==> src/rtl/fetch_pkg.sv <==
// Shared types and defaults for the fetch sequencer.
//   - default reset PC, instruction-memory size and fetch-queue depth
//   - fetch_state_e : sequencer FSM states
//   - fetch_entry_t : one fetch-queue entry {pc, instr}
//   - addr_legal()  : word-aligned and inside instruction memory
package fetch_pkg;

    localparam logic [31:0] RESET_PC_DEFAULT    = 32'h0000_0000;
    localparam int unsigned IMEM_WORDS_DEFAULT  = 512;
    localparam int unsigned QUEUE_DEPTH_DEFAULT = 2;

    typedef enum logic {
        FETCH = 1'b0,
        FAULT = 1'b1
    } fetch_state_e;

    typedef struct packed {
        logic [31:0] pc;
        logic [31:0] instr;
    } fetch_entry_t;

    // limit is the memory size in bytes. It is 33 bits wide so that a
    // memory covering the full 4 GiB space can still be described.
    function automatic logic addr_legal(input logic [31:0] addr,
                                        input logic [32:0] limit);
        return (addr[1:0] == 2'b00) && ({1'b0, addr} < limit);
    endfunction

endpackage

==> src/rtl/fetch_queue.sv <==
// Small FIFO of fetched {pc, instr} entries.
// Ports:
//   clk_i, rst_ni   clock, asynchronous active-low reset
//   push_i          write push_data_i (accepted when not full, or when a pop frees a slot)
//   pop_i           drop the head entry (ignored when empty)
//   flush_i         discard all entries; overrides push; a same-cycle pop is harmless
//   push_data_i     entry to write
//   head_o          oldest entry (meaningful only when !empty_o)
//   empty_o/full_o  occupancy flags
// DEPTH must be a power of two so the pointers wrap naturally.
module fetch_queue
    import fetch_pkg::*;
#(
    parameter int unsigned DEPTH = QUEUE_DEPTH_DEFAULT
) (
    input  logic         clk_i,
    input  logic         rst_ni,
    input  logic         push_i,
    input  logic         pop_i,
    input  logic         flush_i,
    input  fetch_entry_t push_data_i,
    output fetch_entry_t head_o,
    output logic         empty_o,
    output logic         full_o
);

    localparam int unsigned PTR_W = $clog2(DEPTH);

    fetch_entry_t       mem_q [DEPTH];
    logic [PTR_W-1:0]   rd_ptr_q;
    logic [PTR_W-1:0]   wr_ptr_q;
    logic [PTR_W:0]     count_q;
    logic               do_push;
    logic               do_pop;

    assign empty_o = (count_q == '0);
    assign full_o  = (count_q == (PTR_W+1)'(DEPTH));
    assign do_pop  = pop_i && !empty_o;
    // When full, a pop in the same cycle frees the slot we are writing.
    assign do_push = push_i && (!full_o || do_pop);
    assign head_o  = mem_q[rd_ptr_q];

    always_ff @(posedge clk_i or negedge rst_ni) begin
        if (!rst_ni) begin
            rd_ptr_q <= '0;
            wr_ptr_q <= '0;
            count_q  <= '0;
            for (int i = 0; i < int'(DEPTH); i++) begin
                mem_q[i] <= '0;
            end
        end else if (flush_i) begin
            rd_ptr_q <= '0;
            wr_ptr_q <= '0;
            count_q  <= '0;
        end else begin
            if (do_push) begin
                mem_q[wr_ptr_q] <= push_data_i;
                wr_ptr_q        <= wr_ptr_q + PTR_W'(1);
            end
            if (do_pop) begin
                rd_ptr_q <= rd_ptr_q + PTR_W'(1);
            end
            case ({do_push, do_pop})
                2'b10:   count_q <= count_q + (PTR_W+1)'(1);
                2'b01:   count_q <= count_q - (PTR_W+1)'(1);
                default: count_q <= count_q;
            endcase
        end
    end

endmodule

==> src/rtl/fetch_sequencer.sv <==
// Instruction fetch sequencer: owns the PC, reads a combinational instruction
// memory, buffers fetched words in a small queue and presents the head to IF/ID.
// Ports:
//   Clk_in, Rst_n             clock, asynchronous active-low reset
//   Imem_Address / Imem_Instr byte address out, combinational instruction in
//   Redirect_in/Redirect_PC_in taken branch/jump and its target
//   Out_Valid/Out_Ready       head handshake: a transfer happens when both are 1;
//                             while Out_Valid=1 and Out_Ready=0 the head is held
//   Out_Instr/Out_PC/Out_PCPlus4  head entry (zero / 4 when the queue is empty)
//   Fault_out/Fault_PC        illegal-fetch trap flag and offending address
//   Dbg_State_o               current FSM state
module fetch_sequencer
    import fetch_pkg::*;
#(
    parameter logic [31:0] RESET_PC    = RESET_PC_DEFAULT,
    parameter int unsigned IMEM_WORDS  = IMEM_WORDS_DEFAULT,
    parameter int unsigned QUEUE_DEPTH = QUEUE_DEPTH_DEFAULT
) (
    input  logic         Clk_in,
    input  logic         Rst_n,
    output logic [31:0]  Imem_Address,
    input  logic [31:0]  Imem_Instr,
    input  logic         Redirect_in,
    input  logic [31:0]  Redirect_PC_in,
    output logic         Out_Valid,
    input  logic         Out_Ready,
    output logic [31:0]  Out_Instr,
    output logic [31:0]  Out_PC,
    output logic [31:0]  Out_PCPlus4,
    output logic         Fault_out,
    output logic [31:0]  Fault_PC,
    output fetch_state_e Dbg_State_o
);

    localparam logic [32:0] IMEM_BYTES = 33'(IMEM_WORDS) * 33'd4;

    fetch_state_e state_q;
    logic [31:0]  fetch_pc_q;
    logic         fault_q;
    logic [31:0]  fault_pc_q;

    fetch_entry_t q_head;
    fetch_entry_t q_push_data;
    logic         q_push;
    logic         q_pop;
    logic         q_flush;
    logic         q_empty;
    logic         q_full;

    logic         redirect_legal;
    logic         pc_legal;

    assign redirect_legal = addr_legal(Redirect_PC_in, IMEM_BYTES);
    assign pc_legal       = addr_legal(fetch_pc_q, IMEM_BYTES);

    assign q_pop       = !q_empty && Out_Ready;
    // A redirect discards everything still queued; the head may still
    // transfer in that same cycle because q_pop is unaffected.
    assign q_flush     = Redirect_in;
    assign q_push      = (state_q == FETCH) && !Redirect_in && pc_legal &&
                         (!q_full || q_pop);
    assign q_push_data = '{pc: fetch_pc_q, instr: Imem_Instr};

    fetch_queue #(
        .DEPTH(QUEUE_DEPTH)
    ) u_queue (
        .clk_i      (Clk_in),
        .rst_ni     (Rst_n),
        .push_i     (q_push),
        .pop_i      (q_pop),
        .flush_i    (q_flush),
        .push_data_i(q_push_data),
        .head_o     (q_head),
        .empty_o    (q_empty),
        .full_o     (q_full)
    );

    always_ff @(posedge Clk_in or negedge Rst_n) begin
        if (!Rst_n) begin
            state_q    <= FETCH;
            fetch_pc_q <= RESET_PC;
            fault_q    <= 1'b0;
            fault_pc_q <= '0;
        end else if (Redirect_in) begin
            // Redirect is honoured in either state.
            if (redirect_legal) begin
                state_q    <= FETCH;
                fetch_pc_q <= Redirect_PC_in;
                fault_q    <= 1'b0;
            end else begin
                state_q    <= FAULT;
                fault_q    <= 1'b1;
                fault_pc_q <= Redirect_PC_in;
            end
        end else begin
            case (state_q)
                FETCH: begin
                    if (!pc_legal) begin
                        // Ran off the end of memory; queued entries still drain.
                        state_q    <= FAULT;
                        fault_q    <= 1'b1;
                        fault_pc_q <= fetch_pc_q;
                    end else if (q_push) begin
                        fetch_pc_q <= fetch_pc_q + 32'd4;
                    end
                end
                FAULT: begin
                    state_q <= FAULT;
                end
                default: begin
                    state_q <= FETCH;
                end
            endcase
        end
    end

    assign Imem_Address = fetch_pc_q;
    assign Out_Valid    = !q_empty;
    assign Out_PC       = q_empty ? 32'd0 : q_head.pc;
    assign Out_Instr    = q_empty ? 32'd0 : q_head.instr;
    assign Out_PCPlus4  = Out_PC + 32'd4;
    assign Fault_out    = fault_q;
    assign Fault_PC     = fault_pc_q;
    assign Dbg_State_o  = state_q;

endmodule

==> config.mk <==
export PLATFORM = sky130hd
export DESIGN_NAME = fetch_sequencer
export DESIGN_NICKNAME = d
export VERILOG_FILES = /design/src/rtl/fetch_pkg.sv /design/src/rtl/fetch_queue.sv /design/src/rtl/fetch_sequencer.sv
export SDC_FILE = /design/constraint.sdc
export NUM_CORES = 1
export LEC_CHECK = 0
export CAP_MARGIN = 20
export CELL_PAD_IN_SITES_DETAIL_PLACEMENT = 0
export CELL_PAD_IN_SITES_GLOBAL_PLACEMENT = 1
export CORE_ASPECT_RATIO = 0.6
export CORE_MARGIN = 2
export CORE_UTILIZATION = 42
export CTS_CLUSTER_SIZE = 24
export DETAILED_ROUTE_END_ITERATION = 6
export PLACE_DENSITY = 0.95
export SYNTH_ARGS = -nofsm -noshare
export SYNTH_HDL_FRONTEND = slang
export SYNTH_SLANG_ARGS = --single-unit
==> constraint.sdc <==
create_clock -name Clk_in -period 8.43 [get_ports Clk_in]
set_input_delay 1.686 -clock Clk_in [delete_from_list [all_inputs] [get_ports Clk_in]]
set_output_delay 1.686 -clock Clk_in [all_outputs]
set_load 0.02 [all_outputs]
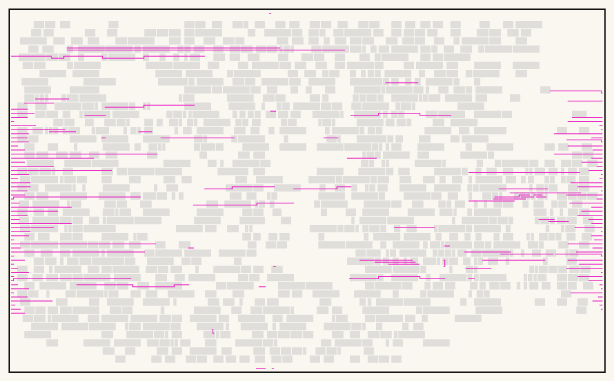
(the metal 3 layer)
Scale: 3 px per µm.
share of all routed wire: 6.9%
longest straight run: 92.5 µm

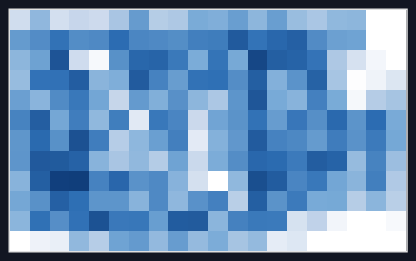
(cell area per tile)
Scale: 2 px per µm. The die is cut into 20 by 12 equal tiles; white is low, dark blue is high, 0 to 100% covered.
nearly empty tiles: 6.2%
densest ninth of the die: north
fullest tile: 95%
mean over tiles: 52%
emptiest ninth of the die: south-east
core area: 22120 µm²
Final Util: 57.40%
initial core utilization: 42.92%

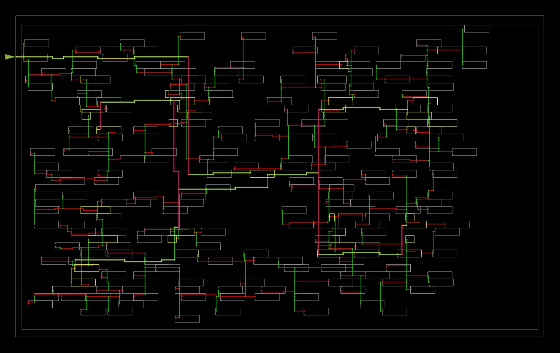
(the clock network)
CTS buffer count: 17
clock-net power: 0.909 mW
clk_skew: 0.01078 ns

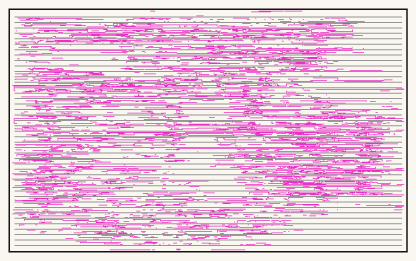
(metal 1)
Scale: 2 px per µm. Supply wires on this layer in gray.
share of all routed wire: 51%
wire length on this layer: 12300 µm
M1 GR Usage: 32.52%
via count: 6793
Routed WL: 24210 µm

==> ci_impl_report.md <==
### Flow metrics

| Metric | Value |
|---|---|
| Clk pwr share | between 40% and 50% |
| Port Buf Inserts | 230 |
| Fin. Hold Viols | 0 |
| Setup Crit Path Kind | reg2out |
| Sw Pwr | 0.4456 mW |
| Place WS | between 2 and 3 ns |
| Deepest clock path buffer count | 2 |
| Root Driver | clkbuf_16 |
| Cts repair resizes | 0 |
| Final Setup Violations | 0 |
| Post-synth top area cell | dfrtp_1 |
| Synth Area per Inst | around 12 µm² |
| Hold Crit Start | u_queue.mem_q[98] |
| Setup slack after layout | 2.398 ns |
| Final setup TNS | 0 ns |
| H-tree Lvls | 4 |
| Worst hold endpoint | u_queue.mem_q[98] |
| Status | completed |
| Register area share after synthesis | 52.18% |
| RSZ-0062 raised after global routing | no |
| Top Metal Used | met4 |
| Peak supply drop | 0.1321 mV |
| Die height | 120.5 µm |
| Antenna diodes | 0 |
| Critical Path End Type | output pin |
| DRC Markers | 0 |
| Critical path required time | roughly 6.7 ns |
| Yosys cell count | 802 |
| Worst R2R Path Depth | 7 |
| Clock transition at path regs | around 0.070 ns |
| Slew @ Worst Pin | about 0.95 ns |
| Fill cells | 1861 |
| Cts hold-fix bufs | 0 |
| Row count | 42 |
| Tool warnings | 28 |
| Worst reg2reg path endpoint | u_queue.mem_q[84] |
| WL met2 | 10010 µm |
| Cell area leaders | dfrtp_1, mux2_2, mux2i_1 |
| Share of cells above drive strength 1 | 15.50% |
| Sw Share | 22.02% |
| CP Max Fanout | 51 |
| Die W | 198.1 µm |
| Leakage power | 5.598 nW |
| Total GRT Usage | a little over a fifth |
| Metal3 WL | 1664 µm |
| Post-DP Area | 11980 µm² |
| Max Cap Viol | 0 |
| Later-pin clock latency in the skew report | around 0.44 ns |
| Top logic cells by instance count in the layout | clkdlybuf4s50_1, dfrtp_1, mux2_2 |
| Met1 WL | 12270 µm |
| Detail Placement HPWL | around 17000 µm |
| FMAX | around 170 MHz |
| CP Launch Point | u_queue.rd_ptr_q |
| Vias in the first global route | 6891 |
| Top-level port count | approximately 230 |
| Worst Hold Class | reg2reg |
| CP Launch Type | flip-flop |
| Final min period | 6.032 ns |
| Area grow syn2layout | 33.73% |
| Yosys chip area | 9495 µm² |
| Int Power | 1.578 mW |
| Gate Count Post-Synth | 802 |
| Post-CTS Setup Bufs | 0 |
| Number of library cell types mapped by synthesis | 46 |
| Combinational fraction of design power | roughly 7.1% |
| Sink Count | about 200 |
| Number of enable flip-flop cells | 0 |
| Via/cell ratio | between 5 and 6 |
| WHS Path Cells | 1 |
| Post-synthesis register bit count | 198 |
| R2R setup slack | 5.48 ns |
| Initial antenna violation count | 1 |
| Cycle use final | 71.56% |
| Final Slew Violations | 0 |
| Wire length per cell | around 18 µm |
| Worst-case headroom to the max-slew limit | 36.55% |
| RD Place Congestion | 0.7923 |
[cell type report]
type	count	area [µm²]	share of cell area, %
Sequential cell	198	4959	39.05
Multi-Input combinational cell	541	4219	33.23
Timing Repair Buffer	241	2424	19.09
Clock buffer	19	442.9	3.488
Tap cell	308	385.4	3.035
Clock inverter	13	216.5	1.705
Inverter	14	52.55	0.4138
[critical path, stage by stage (launching register included)]
cell and delay, ns:
dfrtp_4 0.73, buf_4 0.71, mux2i_1 0.27, a211oi_2 0.27, nand4_1 0.51, nor4_1 0.55
xor2_1 0.18, clkdlybuf4s50_1 0.62
[per-layer routing]
metal  global-route usage [%]  vias to the layer above
met3                    5.914                       19
met4                    4.605                        0
met2                    28.33                      194
li1                         -                     3203
met1                    32.52                     3377
met5                        0                        -
[worst max-delay path by stage]
stage / endpoint / slack, ns / depth (start not counted)
floorplan: Out_PCPlus4[18] / 3.67 / 11
global placement: Out_PCPlus4[28] / 2.95 / 7
detailed placement: Out_PCPlus4[28] / 2.85 / 7
CTS: Out_PCPlus4[28] / 2.36 / 7
global route: Out_PCPlus4[28] / 2.14 / 7
finish: Out_PCPlus4[28] / 2.40 / 7
[through the flow]
stage | hold slack, ns | cells | total power [mW]
6_report | 0.4868 | 1334 | 2.023
5_1_grt | 0.5063 | 1334 | 2.094
4_1_cts | 0.4898 | 1332 | 2.041
3_5_place_dp | 0.4720 | 1300 | 1.133
3_3_place_gp | 0.4669 | 1300 | 1.131
2_1_floorplan | 0.4533 | 802 | 1.040
[logic make-up (layout without fill, tap and decap cells)]
logic type	count (synthesis)	after routing	share of synthesized area, %
flip-flops	198	198	52.18
AND-OR/OR-AND	39	39	3.268
multiplexers	203	203	23.23
XOR/XNOR	29	29	2.675
buffers and inverters	63	287	3.545
AND/OR/NAND/NOR	268	268	14.84
adder cells (fa/ha/maj)	2	2	0.2635
[power groups by stage]
stage	registers (mW)	logic (mW)	clock network [mW]
finish	0.971	0.144	0.909
global route	0.972	0.155	0.966
CTS	0.971	0.144	0.926
detailed placement	0.990	0.144	0
global placement	0.989	0.142	0
floorplan	1.01	0.0329	0
[synthesized netlist by cell type, types with 5 or more instances]
library cell	count
nor2b_1	31
mux2i_1	64
o21ai_0	10
clkbuf_1	12
buf_6	7
a2bb2oi_1	6
nand3b_1	6
buf_2	20
inv_1	14
xor2_1	20
nor3_1	15
a211o_1	5
and2_1	45
nand3_1	11
nand4_1	8
xnor2_1	9
mux2_2	100
mux2_1	39
nor4_1	16
dfrtp_1	198
buf_4	6
nor2_1	81
nand2_1	31
[registers in the layout, summed over array words and instances, names as in the netlist]
signal	flops
Imem_Address	32
u_queue.rd_ptr_q	1
Fault_PC	32
u_queue.wr_ptr_q	1
Dbg_State_o	1
u_queue.count_q	2
u_queue.mem_q	128
Fault_out	1
Power figures rest on the tool's default switching activity, not on a simulated workload.
